--- src/rtl/sat_up_itl_top_if.sv ---
// Bit-stream and read-strobe bundle between the uplink source/sink and the
// SAT_UP turbo-path interleaver.
interface sat_up_itl_top_if;
  logic [5:0] link_id;
  logic       din;
  logic       din_vld;
  logic       request;
  logic       rdata;
  logic       rdata_itl;
  logic       rdata_ditl;
  logic       dout_vld;

  modport master (
    output link_id, din, din_vld, request,
    input  rdata, rdata_itl, rdata_ditl, dout_vld
  );

  modport slave (
    input  link_id, din, din_vld, request,
    output rdata, rdata_itl, rdata_ditl, dout_vld
  );
endinterface

--- src/rtl/sat_up_itl_top.sv ---
// SAT_UP turbo-path interleaver: captures one serial frame of 4*R bits, then
// replays it in natural, interleaved and deinterleaved order on request.
module sat_up_itl_top #(
  parameter int unsigned NCOL    = 4,
  parameter int unsigned MAXBITS = 268
) (
  input logic            clk,
  input logic            n_rst,
  sat_up_itl_top_if.slave bus
);

  localparam int unsigned AW = $clog2(MAXBITS);

  typedef enum logic [1:0] {StIdle, StWrite, StReady} state_e;

  state_e state_q, state_d;

  logic          mem_q [MAXBITS];
  logic [AW-1:0] wptr_q, rptr_q;
  logic [6:0]    rows_q;
  // Interleave counters: ir = k mod R, iq = k div R.
  logic [6:0]    ir_q;
  logic [1:0]    iq_q;
  // Deinterleave counters: dm = k mod 4, dq = k div 4, dbase = dm*R.
  logic [1:0]    dm_q;
  logic [6:0]    dq_q;
  logic [AW-1:0] dbase_q;
  logic          rdata_q, rdata_itl_q, rdata_ditl_q, dout_vld_q;

  logic          capture, wr_en, rd_en, last_wr;
  logic [AW-1:0] n_len, itl_addr, ditl_addr;

  assign n_len     = {rows_q, 2'b00};
  assign itl_addr  = AW'(ir_q) * AW'(NCOL) + AW'(iq_q);
  assign ditl_addr = dbase_q + AW'(dq_q);

  always_ff @(posedge clk or negedge n_rst) begin
    if (!n_rst) begin
      state_q <= StIdle;
    end else begin
      state_q <= state_d;
    end
  end

  always_comb begin
    state_d = state_q;
    unique case (state_q)
      StIdle:  if (capture) state_d = StWrite;
      StWrite: if (last_wr) state_d = StReady;
      StReady: if (capture) state_d = StWrite;
      default: state_d = StIdle;
    endcase
  end

  // A new frame start takes priority over a read in the same cycle.
  always_comb begin
    capture = bus.din_vld && (state_q != StWrite);
    wr_en   = (state_q == StWrite);
    last_wr = wr_en && (wptr_q == n_len - AW'(1));
    rd_en   = (state_q == StReady) && bus.request && !bus.din_vld;
  end

  always_ff @(posedge clk) begin
    if (capture) begin
      mem_q[0] <= bus.din;
    end else if (wr_en) begin
      mem_q[wptr_q] <= bus.din;
    end
  end

  always_ff @(posedge clk or negedge n_rst) begin
    if (!n_rst) begin
      wptr_q       <= '0;
      rptr_q       <= '0;
      rows_q       <= '0;
      ir_q         <= '0;
      iq_q         <= '0;
      dm_q         <= '0;
      dq_q         <= '0;
      dbase_q      <= '0;
      rdata_q      <= 1'b0;
      rdata_itl_q  <= 1'b0;
      rdata_ditl_q <= 1'b0;
      dout_vld_q   <= 1'b0;
    end else begin
      dout_vld_q <= rd_en;
      if (capture) begin
        rows_q <= {1'b0, bus.link_id} + 7'd4;
        wptr_q <= AW'(1);
      end else if (wr_en) begin
        wptr_q <= wptr_q + AW'(1);
        if (last_wr) begin
          wptr_q  <= '0;
          rptr_q  <= '0;
          ir_q    <= '0;
          iq_q    <= '0;
          dm_q    <= '0;
          dq_q    <= '0;
          dbase_q <= '0;
        end
      end else if (rd_en) begin
        rdata_q      <= mem_q[rptr_q];
        rdata_itl_q  <= mem_q[itl_addr];
        rdata_ditl_q <= mem_q[ditl_addr];
        if (rptr_q == n_len - AW'(1)) begin
          rptr_q  <= '0;
          ir_q    <= '0;
          iq_q    <= '0;
          dm_q    <= '0;
          dq_q    <= '0;
          dbase_q <= '0;
        end else begin
          rptr_q <= rptr_q + AW'(1);
          if (ir_q == rows_q - 7'd1) begin
            ir_q <= '0;
            iq_q <= iq_q + 2'd1;
          end else begin
            ir_q <= ir_q + 7'd1;
          end
          if (dm_q == 2'(NCOL - 1)) begin
            dm_q    <= '0;
            dbase_q <= '0;
            dq_q    <= dq_q + 7'd1;
          end else begin
            dm_q    <= dm_q + 2'd1;
            dbase_q <= dbase_q + AW'(rows_q);
          end
        end
      end
    end
  end

  assign bus.rdata      = rdata_q;
  assign bus.rdata_itl  = rdata_itl_q;
  assign bus.rdata_ditl = rdata_ditl_q;
  assign bus.dout_vld   = dout_vld_q;

endmodule

--- src/flat_wrapper.sv ---
// flat-port wrapper written by rule: the top's interface ports become plain ports
module sat_up_itl_top_flat 
#(
  parameter int unsigned NCOL    = 4,
  parameter int unsigned MAXBITS = 268
)
  (clk, n_rst, bus_link_id, bus_din, bus_din_vld, bus_request, bus_rdata, bus_rdata_itl, bus_rdata_ditl, bus_dout_vld);
  sat_up_itl_top_if bus_i ();
  input logic clk;
  input logic n_rst;
  input wire logic [$bits(bus_i.link_id)-1:0] bus_link_id;
  input wire logic [$bits(bus_i.din)-1:0] bus_din;
  input wire logic [$bits(bus_i.din_vld)-1:0] bus_din_vld;
  input wire logic [$bits(bus_i.request)-1:0] bus_request;
  output wire logic [$bits(bus_i.rdata)-1:0] bus_rdata;
  output wire logic [$bits(bus_i.rdata_itl)-1:0] bus_rdata_itl;
  output wire logic [$bits(bus_i.rdata_ditl)-1:0] bus_rdata_ditl;
  output wire logic [$bits(bus_i.dout_vld)-1:0] bus_dout_vld;
  assign bus_i.link_id = bus_link_id;
  assign bus_i.din = bus_din;
  assign bus_i.din_vld = bus_din_vld;
  assign bus_i.request = bus_request;
  assign bus_rdata = bus_i.rdata;
  assign bus_rdata_itl = bus_i.rdata_itl;
  assign bus_rdata_ditl = bus_i.rdata_ditl;
  assign bus_dout_vld = bus_i.dout_vld;
  sat_up_itl_top #(.NCOL(NCOL), .MAXBITS(MAXBITS)) u_core (.clk(clk), .n_rst(n_rst), .bus(bus_i));
endmodule
--- config.mk ---
export PLATFORM = sky130hd
export DESIGN_NAME = sat_up_itl_top_flat
export DESIGN_NICKNAME = d
export VERILOG_FILES = /design/src/rtl/sat_up_itl_top_if.sv /design/src/rtl/sat_up_itl_top.sv /design/src/flat_wrapper.sv
export SDC_FILE = /design/constraint.sdc
export NUM_CORES = 1
export LEC_CHECK = 0
export CAP_MARGIN = 10
export CORE_AREA = 2 2 187 189
export DETAILED_ROUTE_END_ITERATION = 10
export DIE_AREA = 0 0 189 191
export PLACE_DENSITY = 0.74
export SYNTH_ARGS = -nofsm -noshare
export SYNTH_HDL_FRONTEND = slang
export SYNTH_SLANG_ARGS = --single-unit
--- constraint.sdc ---
create_clock -name clk -period 3.9 [get_ports clk]
set_clock_uncertainty 0.2 [all_clocks]
set_input_delay 0.39 -clock clk [delete_from_list [all_inputs] [get_ports clk]]
set_output_delay 0.39 -clock clk [all_outputs]
set_load 0.05 [all_outputs]
port_nets.png
Drawn at 1.5 px/µm.
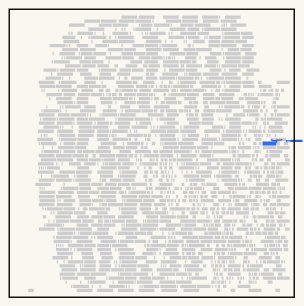
blue -> bus_rdata  # bits 1, direction output, edge right, end cells 1, wire 14.8 µm

metal_stack.png
Drawn at 1.5 px/µm. Two of the layers only.
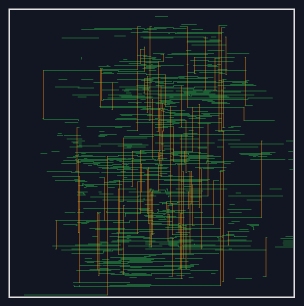
green -> met3  # wire length 7620 µm
orange -> met4  # wire length 2850 µm
WL per Instance: 29.1 µm
DR vias: 14000
GRT Overall Usage: 32.5%
drt total wl: 56400 µm

==> GITHUB_STEP_SUMMARY <==
## Implementation flow summary

| Metric | Value |
|---|---|
| CTS tree | yes |
| Seq cells | 326 |
| WHS | 0.0867 ns |
| Met2 Usage GRT | 50.6% |
| P&R area growth vs syn | 9.98% |
| Non-clk invs | 21 |
| Synth cell types | 71 |
| Max Cap Viol | 0 |
| Crit Reg-Reg Startpoint | u_core.dq_q[0] |
| Avg Inst Size Synth | 13.5 µm² |
| Top Layout Cells | nor2_1 (323), edfxtp_1 (268), mux4_2 (225), nand2_1 (63), buf_4 (56) |
| Multiplexer share | 29.0% |
| Clock buffer cells | 44 |
| NumNets Final | 1493 |
| Sw Pwr | 5.69 mW |
| Top post-synthesis cells by count | nor2_1 (323), edfxtp_1 (268), mux4_2 (225), clkbuf_1 (74), nand2_1 (63) |
| Total core area | 0.0341 mm² |
| Leakage | 7.34 nW |
| Storage cell area | 0.00951 mm² |
| Count of final setup violators | 0 |
| CP required | 4.17 ns |
| Iteration-0 DRC count of the detailed router | 2119 |
| PD cells | 699 mW/mm² |
| DRT met1 WL | 19600 µm |
| Critical Path End | u_core.bus.rdata_ditl |
| Fin area | 0.0217 mm² |
| Status | finished clean |
| Async set-or-reset flop fraction in the synthesized netlist | 17.8% |
| Max layer used | met5 |
| Top cell category | combinational gates |
| Met3 usage | 8.74% |
| Final core occ | 63.7% |
| Net Count, Synth | 1498 |
| Worst Setup Path Type | flip-flop to flip-flop |
No activity file was given, so power comes from the tool's default toggle rates.
